### config.mk
export PLATFORM = sky130hd
export DESIGN_NAME = phase_freq_detector_fp_int
export DESIGN_NICKNAME = d
export VERILOG_FILES = /design/src/rtl/pll_pkg.sv /design/src/rtl/pfd_edge_detect.sv /design/src/rtl/phase_freq_detector_fp_int.sv
export SDC_FILE = /design/constraint.sdc
export NUM_CORES = 1
export LEC_CHECK = 0
export CORE_AREA = 5 5 90 67
export CTS_CLUSTER_SIZE = 30
export DETAILED_ROUTE_END_ITERATION = 10
export DIE_AREA = 0 0 95 72
export PLACE_DENSITY = 0.6
export SLEW_MARGIN = 40
export SYNTH_ARGS = -nofsm -noshare
export SYNTH_HDL_FRONTEND = slang
export SYNTH_HIERARCHICAL = 1
export SYNTH_SLANG_ARGS = --single-unit
export TNS_END_PERCENT = 50
### constraint.sdc
create_clock -name clk -period 2.96 [get_ports clk]
set_input_delay 0.444 -clock clk [delete_from_list [all_inputs] [get_ports clk]]
set_output_delay 0.444 -clock clk [all_outputs]
set_load 0.05 [all_outputs]
### src/rtl/pll_pkg.sv
// Shared PLL definitions: PFD state encoding and default counter width.
// The state enum is kept 2-bit so charge-pump benches can decode it directly.
package pll_pkg;

  typedef enum logic [1:0] {
    IDLE  = 2'd0,
    UP    = 2'd1,
    DOWN  = 2'd2,
    RESET = 2'd3
  } pfd_state_t;

  localparam int unsigned PFD_WIDTH_DEFAULT = 16;

endpackage

### src/rtl/pfd_edge_detect.sv
// Two-flop level sampler with rising-edge detect for one digitised clock input.
// An input already high at reset release reports a rise one cycle later.
module pfd_edge_detect (
  input  logic clk,
  input  logic reset,
  input  logic level,
  output logic rise
);

  logic s;
  logic d;

  always_ff @(posedge clk) begin
    if (reset) begin
      s <= 1'b0;
      d <= 1'b0;
    end else begin
      s <= level;
      d <= s;
    end
  end

  assign rise = s & ~d;

endmodule

### src/rtl/phase_freq_detector_fp_int.sv
// Tri-state PFD with anti-dead-zone reset interval and signed pulse-width report.
// Optional lock detector is built only when PFD_LOCK_DETECT_EN is defined.
module phase_freq_detector_fp_int
  import pll_pkg::*;
#(
  parameter int unsigned reset_delay_param = 1,
  parameter int unsigned width_param       = PFD_WIDTH_DEFAULT,
  parameter int unsigned lock_count_param  = 16,
  parameter int unsigned lock_window_param = 2
) (
  input  logic                   clk,
  input  logic                   reset,
  input  logic                   input_ref_digital,
  input  logic                   input_fb_digital,
  output logic                   output_up_digital,
  output logic                   output_down_digital,
  output logic [width_param-1:0] output_pulse_width,
  output logic                   output_pulse_sign,
  output logic                   output_pulse_valid,
  output logic                   output_lock
);

  localparam int unsigned DW = (reset_delay_param > 0) ? $clog2(reset_delay_param + 1) : 1;
  localparam logic [width_param-1:0] CNT_MAX = '1;
  localparam pfd_state_t AFTER_MATCH = (reset_delay_param == 0) ? IDLE : RESET;

  logic ref_rise;
  logic fb_rise;

  pfd_edge_detect u_ref_edge (
    .clk   (clk),
    .reset (reset),
    .level (input_ref_digital),
    .rise  (ref_rise)
  );

  pfd_edge_detect u_fb_edge (
    .clk   (clk),
    .reset (reset),
    .level (input_fb_digital),
    .rise  (fb_rise)
  );

  pfd_state_t             state;
  pfd_state_t             next_state;
  logic                   report;
  logic [width_param-1:0] cnt;
  logic [DW-1:0]          dly_cnt;

  always_comb begin
    next_state = state;
    report     = 1'b0;
    case (state)
      IDLE: begin
        if (ref_rise && fb_rise) begin
          next_state = AFTER_MATCH;
          report     = 1'b1;
        end else if (ref_rise) begin
          next_state = UP;
        end else if (fb_rise) begin
          next_state = DOWN;
        end
      end
      UP: begin
        if (fb_rise) begin
          next_state = AFTER_MATCH;
          report     = 1'b1;
        end
      end
      DOWN: begin
        if (ref_rise) begin
          next_state = AFTER_MATCH;
          report     = 1'b1;
        end
      end
      RESET: begin
        if (dly_cnt >= DW'(reset_delay_param)) next_state = IDLE;
      end
      default: next_state = IDLE;
    endcase
  end

  // cnt is preloaded to 1 on entry so the value reported at exit equals UP/DOWN residency.
  always_ff @(posedge clk) begin
    if (reset) begin
      state               <= IDLE;
      cnt                 <= '0;
      dly_cnt             <= '0;
      output_up_digital   <= 1'b0;
      output_down_digital <= 1'b0;
      output_pulse_width  <= '0;
      output_pulse_sign   <= 1'b0;
      output_pulse_valid  <= 1'b0;
    end else begin
      state               <= next_state;
      output_up_digital   <= (next_state == UP)   || (next_state == RESET);
      output_down_digital <= (next_state == DOWN) || (next_state == RESET);
      output_pulse_valid  <= report;
      if (report) begin
        output_pulse_width <= (state == IDLE) ? '0 : cnt;
        output_pulse_sign  <= (state == UP);
      end
      if ((next_state != state) && ((next_state == UP) || (next_state == DOWN))) begin
        cnt <= width_param'(1);
      end else if ((next_state == state) && ((state == UP) || (state == DOWN)) &&
                   (cnt != CNT_MAX)) begin
        cnt <= cnt + width_param'(1);
      end
      if ((next_state == RESET) && (state != RESET)) begin
        dly_cnt <= DW'(1);
      end else if (state == RESET) begin
        dly_cnt <= dly_cnt + DW'(1);
      end
    end
  end

`ifdef PFD_LOCK_DETECT_EN
  localparam int unsigned LW = $clog2(lock_count_param + 1);

  logic [LW-1:0] lock_cnt;
  logic [LW-1:0] lock_cnt_next;
  logic          lock_q;

  always_comb begin
    lock_cnt_next = lock_cnt;
    if (output_pulse_valid) begin
      if (output_pulse_width <= width_param'(lock_window_param)) begin
        if (lock_cnt != LW'(lock_count_param)) lock_cnt_next = lock_cnt + LW'(1);
      end else begin
        lock_cnt_next = '0;
      end
    end
  end

  always_ff @(posedge clk) begin
    if (reset) begin
      lock_cnt <= '0;
      lock_q   <= 1'b0;
    end else begin
      lock_cnt <= lock_cnt_next;
      lock_q   <= (lock_cnt_next == LW'(lock_count_param));
    end
  end

  assign output_lock = lock_q;
`else
  assign output_lock = 1'b0;
`endif

endmodule

Fig. 1: the metal 1 layer
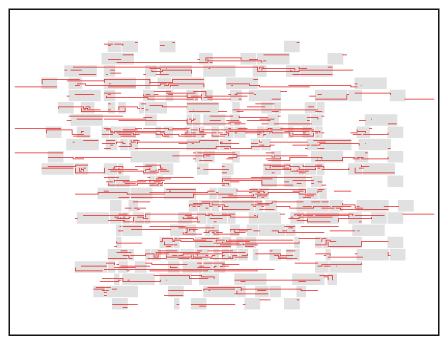
218 nets have wire on it. The wires run mostly horizontal.

Fig. 2: metal 2
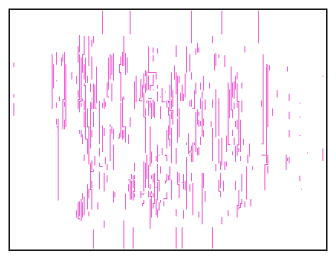
The layer carries 1650 um of wire. The layer holds 40% of the routed length.
Routed WL: 4180 um
grt met2 use: 0.183
DR vias: 1667

Fig. 3: metal 3
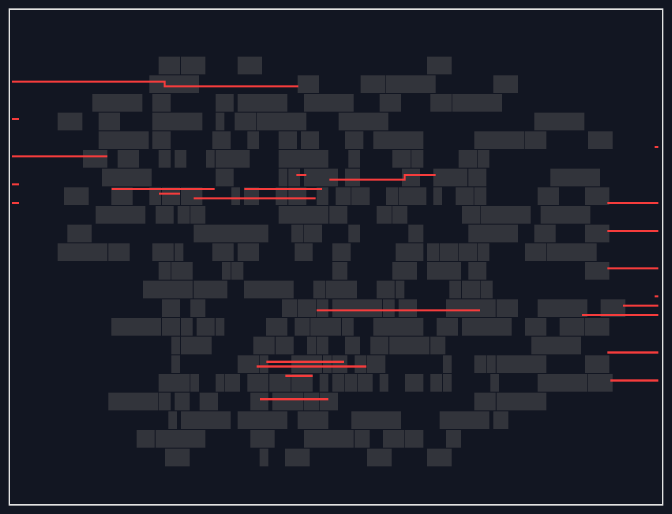
The wires run mostly horizontal. The layer carries 236 um of wire. The layer holds 5.6% of the routed length.
met3 Usage GRT: 0.0363

[metal layers]
| metal | wire (um) | vias to the layer above |
|---|---|---|
| met5 | 0 | - |
| met3 | 235 | 2 |
| met1 | 2280 | 796 |
| li1 | - | 833 |
| met2 | 1650 | 36 |
| met4 | 12 | 0 |
[how the worst min path moves through the flow]
stage	start	endpoint	slack, ns	cells past startpoint
final	u_fb_edge/s$_SDFF_PP0_	u_fb_edge/d$_SDFF_PP0_	0.46	1
after global routing	u_ref_edge/s$_SDFF_PP0_	u_ref_edge/d$_SDFF_PP0_	0.48	1
after CTS	u_fb_edge/s$_SDFF_PP0_	u_fb_edge/d$_SDFF_PP0_	0.46	1
after detailed placement	u_ref_edge/s$_SDFF_PP0_	u_ref_edge/d$_SDFF_PP0_	0.45	1
after global placement	u_fb_edge/s$_SDFF_PP0_	u_fb_edge/d$_SDFF_PP0_	0.44	1
after floorplan	u_fb_edge/s$_SDFF_PP0_	u_fb_edge/d$_SDFF_PP0_	0.43	1
[power breakdown]
part           switching (mW)  internal (mW)
sequential             0.0206          0.581
clock                   0.185          0.252
combinational           0.173         0.0871
total                   0.379          0.920
[kinds of logic (layout without fill, tap and decap cells)]
family / after synthesis / in the layout / synth area share
and+or+nand+nor: 75 / 75 / 0.240
AOI/OAI and AO/OA: 63 / 63 / 0.233
DFF: 42 / 42 / 0.436
buffers and inverters: 17 / 42 / 0.0434
adders and majority gates: 7 / 7 / 0.0454
other: 1 / 1 / 0.00194
[through the flow]
| step | cells | setup WS, ns | power [mW] | hold WS (ns) |
|---|---|---|---|---|
| final | 302 | 0.355 | 1.30 | 0.456 |
| after global routing | 302 | 0.159 | 1.37 | 0.475 |
| after CTS | 302 | 0.352 | 1.32 | 0.462 |
| after detailed placement | 294 | 0.379 | 0.875 | 0.446 |
| after global placement | 294 | 0.411 | 0.868 | 0.436 |
| after floorplan | 205 | 0.0977 | 0.804 | 0.429 |
[layout by cell type, fill, tap and decap left out, types with 3 or more instances in the layout]
| master | netlist | routed |
|---|---|---|
| nand4_1 | 6 | 6 |
| a22o_1 | 17 | 17 |
| buf_4 | 2 | 6 |
| ha_1 | 7 | 7 |
| clkbuf_8 | 0 | 5 |
| dfxtp_1 | 42 | 42 |
| nor2_1 | 7 | 6 |
| nand2b_1 | 3 | 3 |
| clkdlybuf4s50_1 | 0 | 23 |
| nand3_1 | 11 | 11 |
| nor2b_1 | 6 | 6 |
| inv_1 | 5 | 5 |
| a21o_1 | 3 | 3 |
| o31ai_1 | 12 | 12 |
| nand2_1 | 10 | 10 |
| a21oi_1 | 18 | 18 |
| or4_1 | 12 | 12 |
[state kept, by name, indices dropped and copies added (netlist names)]
register	count
u_fb_edge/s	1
output_pulse_valid	1
output_up_digital	1
u_fb_edge/d	1
state	1
u_ref_edge/d	1
dly_cnt	1
u_ref_edge/s	1
cnt	16
output_pulse_sign	1
output_pulse_width	16
output_down_digital	1
[area by class of cell]
cell class              count  area [sq um]
well taps                  72          90.1
repair buffers             29           275
clock inverters             1          30.0
inverters                   5          18.8
flip-flops and latches     42           841
multi-input cells         146          1010
clock buffers               7          76.3
fillers                   533          2720
==> flow_summary.yaml <==
# yosys + openroad results
finish:
  nets: 240
  layout-drive-gt1-share: 0.100
  areaGrowthSynthToFinish_pct: 21.5
  antennaDiodeCount: 0
place:
  dp_hpwl_um: 3000
  placed_cell_area_sq_um: 2240
  place_congestion: 0.808
timing:
  fmax_mhz: 384
  period_used_share: 0.880
  min_period_ns: 2.61
  relSlewSlack: 0.537
  finalSetupTns_ns: 0
  maxSlewViolCount: 0
  clock-skew-final_ns: 0.00406
  setup_viol: 0
power_and_ir_drop:
  ir_worst_vdd_mv: 0.189
  p_leak_nw: 0.817
grt:
  antenna_found_initial: 0
  globalRouteOverflowTotal: 0
  grt_util_met1: 0.197
  grt_start_max_net_pins: 28
  busiest_layer: "met1"
setup_path:
  r2r_start: "output_down_digital$_SDFF_PP0_"
  worstPathBufferInverterCount: 3
  startpoint: "output_down_digital$_SDFF_PP0_"
  crit_fanout: 15
  path_class: "flop to flop"
  r2r_cells: 11
  cp.required_ns: 3.12
  arrival_ns: 2.77
  end_kind: "flop"
  crit_family: "simple AND/OR/NAND/NOR gates"
  crit_end: "cnt[11]$_SDFFE_PP0P_"
  crit_path_start_kind: "flop"
floorplan:
  io_pins: 25
  coreArea_sq_um: 5060
  die_y_um: 72
  chipArea_sq_um: 6840
  fp_util: 0.381
yosys:
  yosys.stat.seqShare: 0.436
  netlist_area_sq_um: 1930
  syn_nets: 216
  ff_type: "dfxtp_1"
  synth_cell_types: 43
  topCellsByArea: "dfxtp_1, a22o_1, a21oi_1"
  synth_warnings: 6
  synthCells: 205
  synth-edff-count: 0
  synth_flops: 42
  yosysMostFrequentCell: "dfxtp_1"
  yosys-top-cells-count: "dfxtp_1, a21oi_1, a22o_1, o31ai_1, or4_1"
route:
  wl_per_cell_um: 13.8
  drtAntennaViolNets: 0
  dr.first_iter.drc_count: 86
  drc: 0
clocking:
  cts_setup_buffers: 0
  cts_sinks: 42
  htree_levels: 2
  cts_hold_buf: 0
  clockBufferDepth: 2
  cts_tree: "yes"
flow_run:
  warnings: 30
  maxCapViolCount: 0
run_status:
  status: "completed"
Power figures rest on the tool's default switching activity, not on a simulated workload.
